[src/rtl/ifu_fetch_way0.sv]
`default_nettype none
// ============================================================================
// ifu_fetch_way0 : way-0 fetch stage; credit-limited imem requests, in-order
//                  responses tagged with their address into a decode FIFO.
//                  Optional perf counters: define IFU_PERF_CNT_EN.
// Revision: 1.0
// ============================================================================
module ifu_fetch_way0 #(
  parameter int ADDR_WIDTH      = 32,
  parameter int DATA_WIDTH      = 64,
  parameter int FIFO_DEPTH      = 4,
  parameter int MAX_OUTSTANDING = 2
) (
  input  logic                  clk,
  input  logic                  reset_n,
  input  logic                  pc_valid_i,
  input  logic [ADDR_WIDTH-1:0] pc_addr_i,
  output logic                  pc_ready_o,
  input  logic                  flush_i,
  output logic                  imem_req_o,
  output logic [ADDR_WIDTH-1:0] imem_addr_o,
  input  logic                  imem_gnt_i,
  input  logic                  imem_rvalid_i,
  input  logic [DATA_WIDTH-1:0] imem_rdata_i,
  output logic                  inst_valid_o,
  output logic [ADDR_WIDTH-1:0] inst_addr_o,
  output logic [DATA_WIDTH-1:0] inst_data_o,
  input  logic                  inst_ready_i
`ifdef IFU_PERF_CNT_EN
  ,
  output logic [31:0]           perf_fetch_cnt_o,
  output logic [31:0]           perf_stall_cnt_o
`endif
);

  localparam int FIFO_AW = $clog2(FIFO_DEPTH);
  localparam int CNT_W   = $clog2(FIFO_DEPTH + 1);
  localparam int OUT_W   = $clog2(MAX_OUTSTANDING + 1);
  localparam int TAG_AW  = (MAX_OUTSTANDING > 1) ? $clog2(MAX_OUTSTANDING) : 1;

  logic [OUT_W-1:0]      outstanding;
  logic [OUT_W-1:0]      kill;
  logic [CNT_W-1:0]      fifo_count;
  logic [FIFO_AW-1:0]    fifo_wr_ptr;
  logic [FIFO_AW-1:0]    fifo_rd_ptr;
  logic [TAG_AW-1:0]     tag_wr_ptr;
  logic [TAG_AW-1:0]     tag_rd_ptr;
  logic [ADDR_WIDTH-1:0] tag_mem       [MAX_OUTSTANDING];
  logic [ADDR_WIDTH-1:0] fifo_addr_mem [FIFO_DEPTH];
  logic [DATA_WIDTH-1:0] fifo_data_mem [FIFO_DEPTH];

  logic [31:0] in_flight;
  logic [31:0] occupancy;
  logic        credit;
  logic        accept;
  logic        resp_valid;
  logic        resp_live;
  logic        fifo_push;
  logic        fifo_pop;

  // Killed requests still hold FIFO credit until they return, so a later
  // live response can never find the FIFO full.
  always_comb begin
    in_flight = 32'(outstanding) + 32'(kill);
    occupancy = in_flight + 32'(fifo_count);
    credit    = (occupancy < 32'(FIFO_DEPTH)) && (in_flight < 32'(MAX_OUTSTANDING));
  end

  assign imem_req_o   = reset_n && pc_valid_i && credit && !flush_i;
  assign imem_addr_o  = reset_n ? pc_addr_i : '0;
  assign accept       = imem_req_o && imem_gnt_i;
  assign pc_ready_o   = accept;

  assign resp_valid   = imem_rvalid_i && (in_flight != 32'd0);
  assign resp_live    = resp_valid && (kill == '0);
  assign fifo_push    = resp_live && !flush_i;
  assign fifo_pop     = (fifo_count != '0) && inst_ready_i && !flush_i;

  assign inst_valid_o = (fifo_count != '0);
  assign inst_addr_o  = fifo_addr_mem[fifo_rd_ptr];
  assign inst_data_o  = fifo_data_mem[fifo_rd_ptr];

  function automatic logic [TAG_AW-1:0] tag_inc(input logic [TAG_AW-1:0] p);
    if (32'(p) == 32'(MAX_OUTSTANDING - 1)) begin
      return '0;
    end
    return p + TAG_AW'(1);
  endfunction

  // Killed requests are always the oldest in flight, so they retire first.
  always_ff @(posedge clk or negedge reset_n) begin
    if (!reset_n) begin
      outstanding <= '0;
      kill        <= '0;
    end else if (flush_i) begin
      outstanding <= '0;
      kill        <= outstanding + kill - OUT_W'(resp_valid);
    end else begin
      outstanding <= outstanding + OUT_W'(accept) - OUT_W'(resp_live);
      kill        <= kill - OUT_W'(resp_valid && !resp_live);
    end
  end

  always_ff @(posedge clk or negedge reset_n) begin
    if (!reset_n) begin
      tag_wr_ptr <= '0;
      tag_rd_ptr <= '0;
      for (int i = 0; i < MAX_OUTSTANDING; i++) begin
        tag_mem[i] <= '0;
      end
    end else begin
      if (accept) begin
        tag_mem[tag_wr_ptr] <= pc_addr_i;
        tag_wr_ptr          <= tag_inc(tag_wr_ptr);
      end
      if (resp_valid) begin
        tag_rd_ptr <= tag_inc(tag_rd_ptr);
      end
    end
  end

  always_ff @(posedge clk or negedge reset_n) begin
    if (!reset_n) begin
      fifo_wr_ptr <= '0;
      fifo_rd_ptr <= '0;
      fifo_count  <= '0;
      for (int i = 0; i < FIFO_DEPTH; i++) begin
        fifo_addr_mem[i] <= '0;
        fifo_data_mem[i] <= '0;
      end
    end else begin
      if (fifo_push) begin
        fifo_addr_mem[fifo_wr_ptr] <= tag_mem[tag_rd_ptr];
        fifo_data_mem[fifo_wr_ptr] <= imem_rdata_i;
      end
      if (flush_i) begin
        fifo_wr_ptr <= '0;
        fifo_rd_ptr <= '0;
        fifo_count  <= '0;
      end else begin
        if (fifo_push) begin
          fifo_wr_ptr <= fifo_wr_ptr + FIFO_AW'(1);
        end
        if (fifo_pop) begin
          fifo_rd_ptr <= fifo_rd_ptr + FIFO_AW'(1);
        end
        fifo_count <= fifo_count + CNT_W'(fifo_push) - CNT_W'(fifo_pop);
      end
    end
  end

`ifdef IFU_PERF_CNT_EN
  always_ff @(posedge clk or negedge reset_n) begin
    if (!reset_n) begin
      perf_fetch_cnt_o <= '0;
      perf_stall_cnt_o <= '0;
    end else begin
      if (fifo_pop) begin
        perf_fetch_cnt_o <= perf_fetch_cnt_o + 32'd1;
      end
      if (pc_valid_i && !pc_ready_o) begin
        perf_stall_cnt_o <= perf_stall_cnt_o + 32'd1;
      end
    end
  end
`endif

endmodule
`default_nettype wire

[config.mk]
export PLATFORM = sky130hd
export DESIGN_NAME = ifu_fetch_way0
export DESIGN_NICKNAME = d
export VERILOG_FILES = /design/src/rtl/ifu_fetch_way0.sv
export SDC_FILE = /design/constraint.sdc
export NUM_CORES = 1
export LEC_CHECK = 0
export CORE_ASPECT_RATIO = 0.75
export CORE_UTILIZATION = 50
export DETAILED_ROUTE_END_ITERATION = 16
export PLACE_DENSITY = 0.72
export SLEW_MARGIN = 10
export SYNTH_ARGS = -nofsm -noshare
export SYNTH_HDL_FRONTEND = slang
export SYNTH_SLANG_ARGS = --single-unit
[constraint.sdc]
create_clock -name clk -period 3.37 [get_ports clk]
set_clock_uncertainty 0.05 [all_clocks]
set_input_delay 1.011 -clock clk [delete_from_list [all_inputs] [get_ports clk]]
set_output_delay 1.011 -clock clk [all_outputs]
set_load 0.01 [all_outputs]
==> results.json <==
{
  "status": "finished with violations",
  "failed_checks": "negative setup slack",
  "synth_stat.cells": 1229,
  "cp_slowest_cell": "sky130_fd_sc_hd__fa_2",
  "post_cts_resize_count": 234,
  "grt_antenna_before_repair": 3,
  "global_route.peak_usage_layer": "met2",
  "nClkBuffers": 63,
  "synth-edff-count": 0,
  "worst_ep_required_time_ns": 2.31,
  "layout_top_cell_excl_fill_tap": "sky130_fd_sc_hd__dfrtp_1",
  "netlist_instances": 1229,
  "grt_usage": 0.2257,
  "grt_pass1_vias": 12791,
  "use_met3": 0.04745,
  "criticalPathCategory": "flip-flop to output pin",
  "detail_route.vias_per_cell": 5.462,
  "global_route.usage.met1": 0.3251,
  "synthXorXnorAreaFrac": 0.004166,
  "synth_top_cell_by_count": "sky130_fd_sc_hd__dfrtp_1",
  "final-nonclk-buf-share": 0.1315,
  "netSwitchingPower_w": 0.005853,
  "sum_of_routed_wire_segments_on_met1_um": 21540,
  "route.met3.wl_um": 2178,
  "powerClk_w": 0.00531,
  "synth.yosys.seq_area_share": 0.5488,
  "synth-area-yosys_sq_mm": 0.02102,
  "sequentialPower_w": 0.00769,
  "area_growth_syn_to_layout_pct": 25.45,
  "met2_usage": 0.3547,
  "ant_nets": 0,
  "crit_path_max_fanout": 3,
  "synth-compound-area-share": 0.001667,
  "share_of_final_layout_standard_cells_stronger_than_drive_strength_1": 0.5194,
  "holdBufCountCts": 0,
  "syn-mean-instance-area_sq_um": 17.10,
  "setup_repair_after_global_routing_missed_its_margin": "true",
  "slew_violations": 0,
  "clk_pin_slew_ns": 0.06,
  "tally_of_max_capacitance_violations": 0,
  "globalRoute.totalOverflow": 0,
  "detail_route.first_pass.iterations": 4,
  "crit_cells": 9,
  "switching_share": 0.2874,
  "synthSimpleGateAreaFrac": 0.02059,
  "layout_top_cells": "459 x sky130_fd_sc_hd__dfrtp_1, 321 x sky130_fd_sc_hd__mux2_2, 160 x sky130_fd_sc_hd__mux2_4",
  "wl_per_cell_um": 21.94,
  "critical_path_destination": "pc_ready_o",
  "flop_cell": "sky130_fd_sc_hd__dfrtp_1",
  "clock_sink_count": 461,
  "finish.net_count": 1653,
  "synth_adder_area_share": 0.01083,
  "power_report.internal_total_w": 0.01452,
  "worstReg2RegEnd": "tag_mem[40]",
  "stage_log_warnings": 34,
  "totalWireLength_um": 46730,
  "met2RoutedLength_um": 22230,
  "finalSetupViolations": 4,
  "cts_buffers": 46,
  "cell_area_after_technology_mapping_sq_mm": 0.02102,
  "reg2reg_depth": 12,
  "area_leaders": "sky130_fd_sc_hd__dfrtp_1 55%, sky130_fd_sc_hd__mux2_2 17%, sky130_fd_sc_hd__mux2_4 11%",
  "mappedNetlistNets": 1349,
  "post_dp_cell_area_sq_mm": 0.02437,
  "taps": 561,
  "area.share.combinational": 0.3421,
  "final.period_utilization": 1.111,
  "final.setup.worst_slack_ns": -0.3743,
  "report.final.hold_viol_count": 0,
  "dpl.cell_count": 2006,
  "clock_cell_area_share": 0.05992,
  "synth.lib_cells_used.distinct": 32,
  "reg.largest.list": "fifo_data_mem: 256 flops, fifo_addr_mem: 128 flops, tag_mem: 64 flops",
  "layout.area.top_class": "flip-flops and latches"
}
Figure 1. Cell outlines without signal wires.
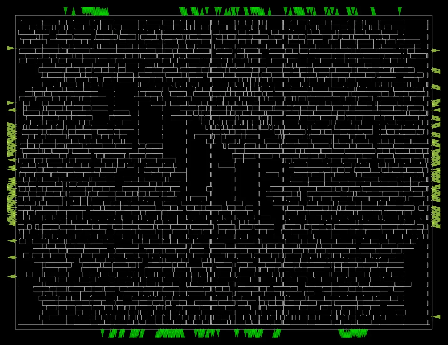
registers: 461
flop share of the area: 0.4377
final standard cell utilization of the core: 0.6420

Figure 2. I/O pins on the die edge.
Pins as bars across the die edge, other pins in gray.
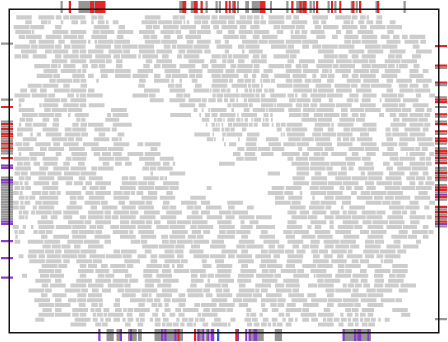
inst_addr_o: in purple, pins 32, direction output, edge 21 south, 9 west, 2 east. inst_data_o: in red, pins 64, direction output, edge 30 north, 23 east, 8 west, 3 south. pc_ready_o: in blue, pins 1, direction output, edge south.
All pins by edge: 75 south, 68 north, 48 east, 43 west.

Figure 3. Wires at chosen ports, followed through buffers.
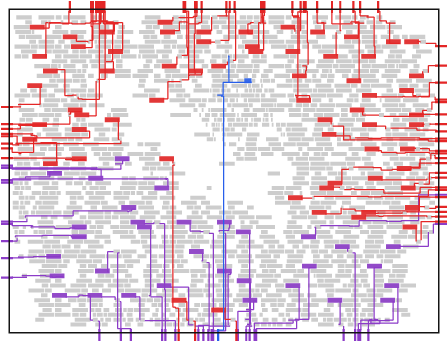
inst_addr_o: in purple, bits 32, direction output, end cells 32, wire 1640 um. inst_data_o: in red, bits 64, direction output, end cells 64, wire 2330 um. pc_ready_o: in blue, bits 1, direction output, end cells 1, wire 177 um.
number of I/O port buffers: 233
top-level port count: 234

Figure 4. Routed clock nets over the placement.
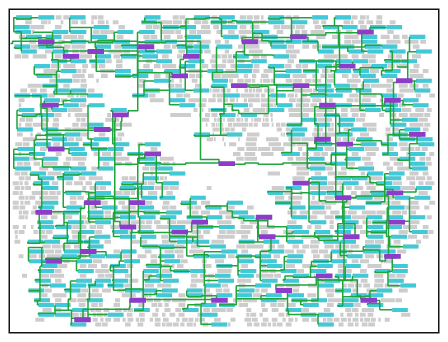
clock drivers: in purple, count 46. flip-flops: in cyan, count 461. clock wires: in green, length 5540 um.
There are 47 routed clock nets.
share of power burned in the clock network: 0.261
later-pin clock latency in the skew report: 0.56 ns

Figure 5. Wiring by layer.
The bar under the picture is 50 um long.
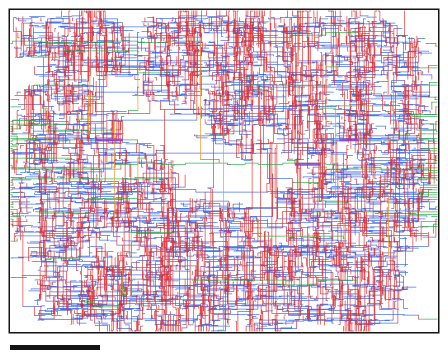
metal 3: in green, wire length 2180 um. metal 1: in blue, wire length 21.5 mm. metal 5: in purple, wire length 35.9 um. metal 2: in red, wire length 22.2 mm. metal 4: in orange, wire length 743 um.

Power figures rest on the tool's default switching activity, not on a simulated workload.
